pdn.png
Bar = 20 um. Pins as bars on the die edge.
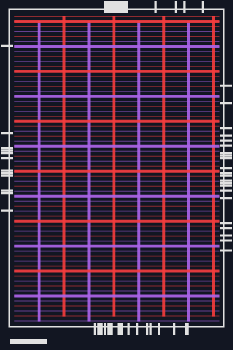
cell_classes.png
Fill, decap, tap and diode cells in gray.
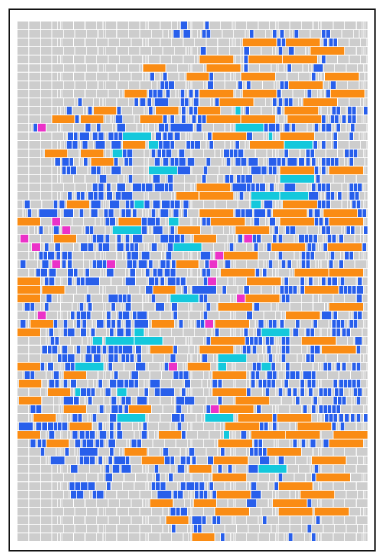
Design meal_scheduler_flat, sky130hd; sources not shown.
==> qor_table.md <==
| Metric | Value |
|:---|:---|
| Status | finished, final reports clean |
| Leftover overflow at the end of global routing | 0 |
| Inverters | 148 |
| Clk_buf instances | 18 |
| Maximum buffer depth of the clock tree | 2 |
| Combinational gate count | 708 |
| Die Span X | 116 um |
| Area Overhead vs Synth | 11.9% |
| Registers | 126 |
| Part of the total power dissipated in sequential elements | 46.3% |
| Final-stage net count | 1072 |
| Clock Power | 1.70 mW |
| Final-report hold violation count | 0 |
| Initial antenna violation count | 0 |
| Top cells excl fill/tap | sky130_fd_sc_hd__nand2_1 (265), sky130_fd_sc_hd__nor2_1 (153), sky130_fd_sc_hd__inv_1 (135) |
| Netlist area before placement | 0.00735 mm^2 |
| Actual slew at the worst max-slew pin | 976 ps |
| Number of flops mapped to enable cells by yosys | 76 |
| Count of mapped cells out of synthesis | 1010 |
| FP Core Util | 39.6% |
Back to the opening pictures, pdn.png:
Key: red = VDD; purple = VSS
71 signal pins sit on the boundary. 8 straps on met4. 12 straps on met5. 62 met1 rails follow the rows. The core has 61 rows.
Peak VDD IR: 227 uV
die height: 172 um
placeable core area: 0.0185 mm^2

Back to the opening pictures, cell_classes.png:
Key: orange = flip-flops [cells 126, share of their area 42%]; cyan = clock drivers and dummy loads [cells 32, share of their area 7.1%]; blue = all other logic [cells 856, share of their area 50%]; magenta = other buffers and delay cells [cells 16, share of their area 1.5%]
core utilization of the finished layout: 44.4%
number of standard-cell rows in the floorplan: 61
total non-filler cell area in the finished layout: 0.00823 mm^2
fraction of area in registers: 39.9%

==> layer usage <==
| layer | track usage [%] | share of wire, % | up-vias | wire [um] |
|---|---|---|---|---|
| li1 | - | - | 3272 | - |
| met1 | 24.1 | 34 | 3119 | 8190 |
| met2 | 45.8 | 53 | 211 | 12600 |
| met3 | 5.15 | 5.1 | 90 | 1210 |
| met4 | 17.8 | 7.6 | 0 | 1810 |
| met5 | - | 0 | - | 0 |
==> cell families after synthesis <==
family | count (synthesis) | synth area share (%)
AND-OR/OR-AND | 89 | 6.57
buffers and inverters | 176 | 9.49
XOR/XNOR | 28 | 3.34
AND/OR/NAND/NOR | 587 | 35.3
flip-flops | 126 | 44.6
adder cells (fa/ha/maj) | 4 | 0.681
Power and IR drop assume default switching activity.
